### Metal 1

Drawn at 3 px/um.
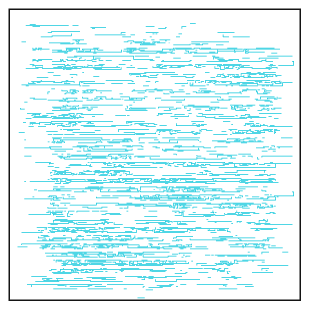
### Routing congestion map

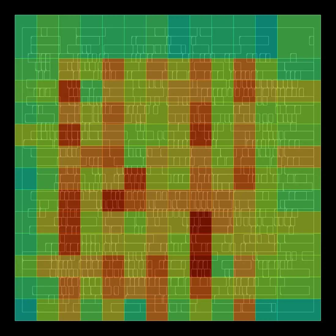
### Register map, names as in the netlist

Drawn at 4 px/um. Other sequential cells in the stronger grey, the rest of the logic in the fainter grey.
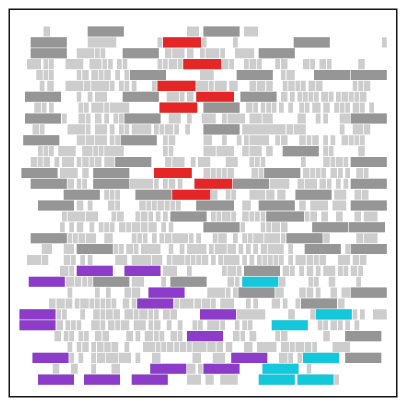
### Zoomed window

Region (60, 60) to (85, 85) um. Cells in grey, sequential cells in the stronger grey; small squares are vias.
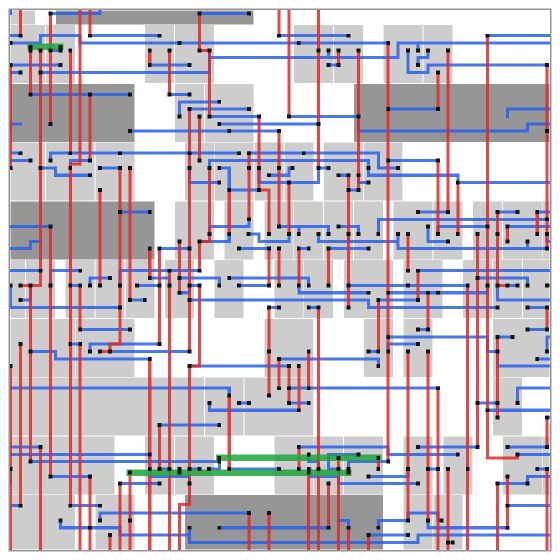
### Selected gate families

Drawn at 3 px/um.
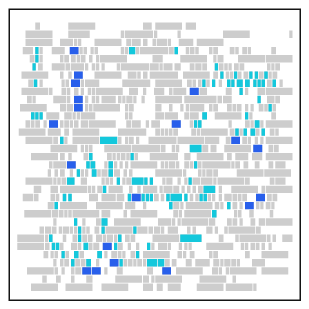
### config.mk
export PLATFORM = sky130hd
export DESIGN_NAME = sau_mau_ping_core
export DESIGN_NICKNAME = d
export VERILOG_FILES = /design/src/rtl/sau_mau_ping_core.sv
export SDC_FILE = /design/constraint.sdc
export NUM_CORES = 1
export LEC_CHECK = 0
export ABC_AREA = 1
export CAP_MARGIN = 0
export CORE_MARGIN = 2
export CORE_UTILIZATION = 60
export DETAILED_ROUTE_END_ITERATION = 6
export PLACE_DENSITY_LB_ADDON = 0.2
export SKIP_CTS_REPAIR_TIMING = 1
export SLEW_MARGIN = 20
export SYNTH_ARGS = -nofsm -noshare
export SYNTH_HDL_FRONTEND = slang
export SYNTH_SLANG_ARGS = --single-unit
### constraint.sdc
create_clock -name clk -period 4.85 [get_ports clk]
set_input_delay 0.485 -clock clk [delete_from_list [all_inputs] [get_ports clk]]
set_output_delay 0.485 -clock clk [all_outputs]
set_load 0.05 [all_outputs]
### src/rtl/sau_mau_ping_core.sv
// -----------------------------------------------------------------------------
// sau_mau_ping_core
//
// Boot-ping block. After reset it reads BOOT_BYTES bytes from a serial flash
// at BOOT_ADDR using the single-bit READ (8'h03) command in SPI mode 0. It
// sums the bytes modulo 256, sends that sum once over a UART as one 8N1 frame,
// and then parks in DONE. On entry to DONE, success goes high if and only if
// the sum equals EXPECTED_SUM.
//
// Parameters
//   SCK_DIV      system clocks per SCK half-period (>= 1)
//   UART_DIV     system clocks per UART bit (>= 2)
//   BOOT_ADDR    24-bit flash start address
//   BOOT_BYTES   number of bytes read (1..255)
//   EXPECTED_SUM required 8-bit checksum
//
// Ports
//   clk          system clock, rising edge
//   rstn         asynchronous reset, ACTIVE-HIGH despite the name
//   success      registered pass flag
//   uart_tx      UART transmit line, idles 1
//   uart_rx      UART receive line, unused in this revision
//   qspi_cs      flash chip select, active-low
//   qspi_sck     flash serial clock, idles 0
//   qspi_dq_0    flash SI (MOSI)
//   qspi_dq_1    flash SO (MISO)
//   qspi_dq_2/3  WP#/HOLD#, tied high
//   dbg_state_o  current FSM state:
//                IDLE=0, CMD=1, ADDR=2, DATA=3, CSHOLD=4, UART=5, DONE=6
//
// All outputs come straight from flops, so they are glitch-free. Reset clears
// these flops asynchronously, so the outputs go to their idle levels in the
// same cycle that reset is asserted.
// -----------------------------------------------------------------------------
module sau_mau_ping_core #(
    parameter int unsigned SCK_DIV      = 2,
    parameter int unsigned UART_DIV     = 16,
    parameter logic [23:0] BOOT_ADDR    = 24'h000000,
    parameter int unsigned BOOT_BYTES   = 16,
    parameter logic [7:0]  EXPECTED_SUM = 8'h00
) (
    input  logic       clk,
    input  logic       rstn,
    output logic       success,
    output logic       uart_tx,
    input  logic       uart_rx,
    output logic       qspi_cs,
    output logic       qspi_sck,
    output logic       qspi_dq_0,
    input  logic       qspi_dq_1,
    output logic       qspi_dq_2,
    output logic       qspi_dq_3,
    output logic [2:0] dbg_state_o
);

    typedef enum logic [2:0] {
        ST_IDLE   = 3'd0,
        ST_CMD    = 3'd1,
        ST_ADDR   = 3'd2,
        ST_DATA   = 3'd3,
        ST_CSHOLD = 3'd4,
        ST_UART   = 3'd5,
        ST_DONE   = 3'd6
    } state_t;

    localparam logic [15:0] SCK_LAST  = 16'(SCK_DIV - 1);
    localparam logic [15:0] UART_LAST = 16'(UART_DIV - 1);
    localparam logic [7:0]  BYTE_LAST = 8'(BOOT_BYTES - 1);
    localparam logic [31:0] CMD_ADDR  = {8'h03, BOOT_ADDR};

    state_t      state_q;
    logic [15:0] sck_div_q;   // clocks elapsed in the current SCK half-period
    logic [4:0]  bit_cnt_q;   // bit index within the CMD/ADDR field or the data byte
    logic [7:0]  byte_cnt_q;  // index of the data byte being received
    logic [30:0] tx_sr_q;     // command/address bits not yet placed on dq_0
    logic [6:0]  rx_sr_q;     // bits received so far in the current byte
    logic [7:0]  sum_q;
    logic [15:0] uart_div_q;
    logic [3:0]  uart_bit_q;  // 0 = start bit, 1..8 = data bits, 9 = stop bit
    logic [8:0]  uart_sr_q;   // remaining data bits plus the stop bit
    logic        cs_q;
    logic        sck_q;
    logic        dq0_q;
    logic        tx_q;
    logic        success_q;

    logic        bit_tick;
    logic        sck_rise;
    logic        sck_fall;
    logic        miso_bit;
    logic [7:0]  rx_next;
    logic        unused_uart_rx;

    assign unused_uart_rx = uart_rx;

    // A plain if() treats X or Z on qspi_dq_1 as 0. A ternary on an X select
    // would propagate X into the checksum.
    always_comb begin
        miso_bit = 1'b0;
        if (qspi_dq_1) begin
            miso_bit = 1'b1;
        end
    end

    assign rx_next  = {rx_sr_q, miso_bit};
    assign bit_tick = (sck_div_q == SCK_LAST);
    assign sck_rise = bit_tick && !sck_q;
    assign sck_fall = bit_tick && sck_q;

    always_ff @(posedge clk or posedge rstn) begin
        if (rstn) begin
            state_q    <= ST_IDLE;
            sck_div_q  <= '0;
            bit_cnt_q  <= '0;
            byte_cnt_q <= '0;
            tx_sr_q    <= '0;
            rx_sr_q    <= '0;
            sum_q      <= '0;
            uart_div_q <= '0;
            uart_bit_q <= '0;
            uart_sr_q  <= '1;
            cs_q       <= 1'b1;
            sck_q      <= 1'b0;
            dq0_q      <= 1'b0;
            tx_q       <= 1'b1;
            success_q  <= 1'b0;
        end else begin
            case (state_q)
                ST_IDLE: begin
                    // Drive the first command bit now. That gives it a full low
                    // half-period of setup time before the first rising SCK edge.
                    cs_q       <= 1'b0;
                    sck_q      <= 1'b0;
                    dq0_q      <= CMD_ADDR[31];
                    tx_sr_q    <= CMD_ADDR[30:0];
                    sck_div_q  <= '0;
                    bit_cnt_q  <= '0;
                    byte_cnt_q <= '0;
                    sum_q      <= '0;
                    state_q    <= ST_CMD;
                end

                ST_CMD, ST_ADDR, ST_DATA: begin
                    if (bit_tick) begin
                        sck_div_q <= '0;
                    end else begin
                        sck_div_q <= sck_div_q + 16'd1;
                    end

                    if (sck_rise) begin
                        sck_q <= 1'b1;
                        if (state_q == ST_DATA) begin
                            rx_sr_q <= rx_next[6:0];
                            if (bit_cnt_q == 5'd7) begin
                                sum_q <= sum_q + rx_next;
                            end
                        end
                    end else if (sck_fall) begin
                        // dq_0 only changes on the edge where SCK goes low.
                        sck_q     <= 1'b0;
                        dq0_q     <= tx_sr_q[30];
                        tx_sr_q   <= {tx_sr_q[29:0], 1'b0};
                        bit_cnt_q <= bit_cnt_q + 5'd1;
                        case (state_q)
                            ST_CMD: begin
                                if (bit_cnt_q == 5'd7) begin
                                    bit_cnt_q <= '0;
                                    state_q   <= ST_ADDR;
                                end
                            end
                            ST_ADDR: begin
                                if (bit_cnt_q == 5'd23) begin
                                    bit_cnt_q <= '0;
                                    dq0_q     <= 1'b0;
                                    state_q   <= ST_DATA;
                                end
                            end
                            default: begin
                                dq0_q <= 1'b0;
                                if (bit_cnt_q == 5'd7) begin
                                    bit_cnt_q <= '0;
                                    if (byte_cnt_q == BYTE_LAST) begin
                                        state_q <= ST_CSHOLD;
                                    end else begin
                                        byte_cnt_q <= byte_cnt_q + 8'd1;
                                    end
                                end
                            end
                        endcase
                    end
                end

                ST_CSHOLD: begin
                    // SCK has been low since the last falling edge. Keep CS low
                    // for one more half-period, then release it and start the
                    // UART frame with its start bit.
                    if (sck_div_q == SCK_LAST) begin
                        sck_div_q  <= '0;
                        cs_q       <= 1'b1;
                        tx_q       <= 1'b0;
                        uart_sr_q  <= {1'b1, sum_q};
                        uart_div_q <= '0;
                        uart_bit_q <= '0;
                        state_q    <= ST_UART;
                    end else begin
                        sck_div_q <= sck_div_q + 16'd1;
                    end
                end

                ST_UART: begin
                    if (uart_div_q == UART_LAST) begin
                        uart_div_q <= '0;
                        if (uart_bit_q == 4'd9) begin
                            tx_q      <= 1'b1;
                            success_q <= (sum_q == EXPECTED_SUM);
                            state_q   <= ST_DONE;
                        end else begin
                            tx_q       <= uart_sr_q[0];
                            uart_sr_q  <= {1'b1, uart_sr_q[8:1]};
                            uart_bit_q <= uart_bit_q + 4'd1;
                        end
                    end else begin
                        uart_div_q <= uart_div_q + 16'd1;
                    end
                end

                ST_DONE: begin
                    cs_q  <= 1'b1;
                    sck_q <= 1'b0;
                    tx_q  <= 1'b1;
                end

                default: begin
                    state_q <= ST_IDLE;
                end
            endcase
        end
    end

    assign success     = success_q;
    assign uart_tx     = tx_q;
    assign qspi_cs     = cs_q;
    assign qspi_sck    = sck_q;
    assign qspi_dq_0   = dq0_q;
    assign qspi_dq_2   = 1'b1;
    assign qspi_dq_3   = 1'b1;
    assign dbg_state_o = state_q;

endmodule

==> metrics.cfg <==
[layout]
antenna_cells = 0
stdcell_count = 787
ff_latch_area_mm2 = 0.002190
finalNetCount = 696
fin_util_pct = 66.36

[place]
portBuffers = 10
place_inst = 771
hpwl_mm = 7.643
dpl_cell_area_mm2 = 0.005275
post-place-ws_ns = 2.622

[final_timing]
fin_skew_ns = 0.01334
worstMarginPinSlew_ns = 0.6967
worst_slack_ns = 2.543
slew_headroom_pct = 53.56
layout_min_cycle_time_ns = 2.307
whs_ns = 0.4657

[synth]
synthArstFlopShare_pct = 100.0
ys_types = 46
synth-edff-count = 0
mux_share_pct = 0.3901
xor_share_pct = 3.242
netlist_instances = 668
synth_flops = 87
ys_area_mm2 = 0.005132
ff_type = dfrtp_1

[worst_setup_path]
worstPathMaxFanout = 9
max_stage_delay_ns = 0.90
startpoint_type = register
critical_path_class = register to output port
cpMaxStageDelayCell = clkdlybuf4s50_1
critPathBufInv = 1
worstPathArrival_ns = 1.82

[routing]
drc = 0
wl_mm = 10.83
routedWlPerCell_um = 13.77

[cts]
clkLatencyLatePin_ns = 0.36
clk_path_buf_depth = 2
htreeDepth = 3
path_clk_slew_ns = 0.09

[outcome]
status = finished, final reports clean

[grt]
track_usage_pct = 25.49
grt_pass1_wl_mm = 18.59
grt_pass1_vias = 4133
grt_max_degree = 57

[job]
maxCapViolCount = 0
warnings = 29

[worst_hold_path]
hold_path_class = primary input to async pin

[die]
fp.dieW_um = 96.49
die_h_um = 96.49
pin_count = 14

[pwr]
p_leak_nw = 2.704
p_per_area_mw_per_mm2 = 234.2

Notes on 'Metal 1' above:
longest straight run = 24.8 um
nets with wire on the layer = 647
wire length on this layer = 5150 um

Notes on 'Routing congestion map' above:
GR Util met2: 41.84%
GRT met1 Usage: 35.20%

Notes on 'Register map, names as in the netlist' above:
cyan -> `tx_sr_q`  # flops 7, where south-east
purple -> `sck_div_q`  # flops 16
red -> `uart_sr_q`  # flops 8

Notes on 'Zoomed window' above:
green -> metal 3
blue -> metal 1
red -> metal 2
cells with their middle in the window = 69
most frequent = nand2_1 (17), nor2_1 (15), nand3_1 (11)
sequential cells in the window = 4
netlist names of flops here include = `uart_div_q` (4)

Notes on 'Selected gate families' above:
cyan -> nor cells  # cells 95
blue -> xor and xnor cells  # cells 19, where spread over the die

-- logic make-up (layout without fill, tap and decap cells) --
family	Yosys count	after routing
flip-flops	87	87
adder cells (fa/ha/maj)	15	15
XOR/XNOR	19	19
AND-OR/OR-AND	83	83
buffers and inverters	88	101
AND/OR/NAND/NOR	373	373
multiplexers	2	2
other	1	2
-- cell type report --
type | count | area share [%]
multi-input cells | 494 | 46.74
flip-flops and latches | 87 | 39.95
inverters | 73 | 5.068
clock buffers | 10 | 2.511
well taps | 105 | 2.397
repair buffers | 12 | 2.100
clock inverters | 6 | 1.233
-- per-layer routing --
| layer | vias to the layer above | global-route usage [%] | wire length (um) |
|---|---|---|---|
| met4 | 0 | 7.629 | 119 |
| met2 | 93 | 41.84 | 5132 |
| li1 | 2216 | - | - |
| met3 | 7 | 3.801 | 428 |
| met5 | - | 0 | 0 |
| met1 | 2107 | 35.20 | 5154 |
-- power breakdown --
part           switching (mW)  internal, mW
Combinational          0.0179       0.00257
Clock                   0.281         0.255
Sequential           0.000685         0.726
Total                   0.300         0.983
-- placed cells by master, fill, tap and decap left out, drive strengths merged --
cell	count
o21bai	1
nor4	3
ha	14
nor3b	1
a21oi	22
or2	5
buf	2
nor2	76
mux2i	2
a2bb2oi	1
nand3b	2
a21o	1
nand3	71
clkbuf	10
o31ai	2
xor2	15
dfrtp	77
nor3	15
inv	73
xnor2	4
o32ai	1
nand4	20
clkinvlp	2
conb	2
clkinv	3
o22ai	9
a31o	1
o21ai	43
bufinv	1
clkdlybuf4s50	10
fa	1
nand2	180
dfstp	10
a31oi	2
-- worst paths after layout --
path | from | endpoint | slack (ns) | cells past startpoint
worst max-delay path | dbg_state_o[0] | dbg_state_o[0] | 2.54 | 1
worst min-delay path | rstn | sck_div_q[11] | 0.47 | 2
worst max register to register | dbg_state_o[1] | uart_sr_q[3] | 2.71 | 11
worst min register to register | uart_sr_q[5] | uart_sr_q[5] | 0.49 | 2
max in group asynchronous | rstn | uart_div_q[10] | 3.31 | 3
min in group clk | uart_sr_q[5] | uart_sr_q[5] | 0.49 | 2
-- flip-flops by register name, indices dropped and copies added, names as in the netlist --
register / count
sck_div_q: 16
uart_div_q: 16
byte_cnt_q: 8
sum_q: 8
uart_sr_q: 8
rx_sr_q: 7
tx_sr_q: 7
bit_cnt_q: 5
uart_bit_q: 4
dbg_state_o: 3
qspi_cs: 1
qspi_dq_0: 1
qspi_sck: 1
success: 1
uart_tx: 1
-- cell usage after synthesis, types with 9 or more instances --
cell type	n	area, um^2
dfrtp_1	77	1927
nor2_1	70	262.8
nand3_1	69	345.3
nand4_1	20	125.1
ha_1	14	175.2
inv_1	68	255.2
dfstp_2	10	262.8
nand2_1	174	653.1
o21ai_2	9	78.83
nor3_1	13	65.06
o21ai_0	32	160.2
xor2_1	15	131.4
a21oi_1	21	105.1
o22ai_1	9	56.30
Power figures rest on the tool's default switching activity, not on a simulated workload.
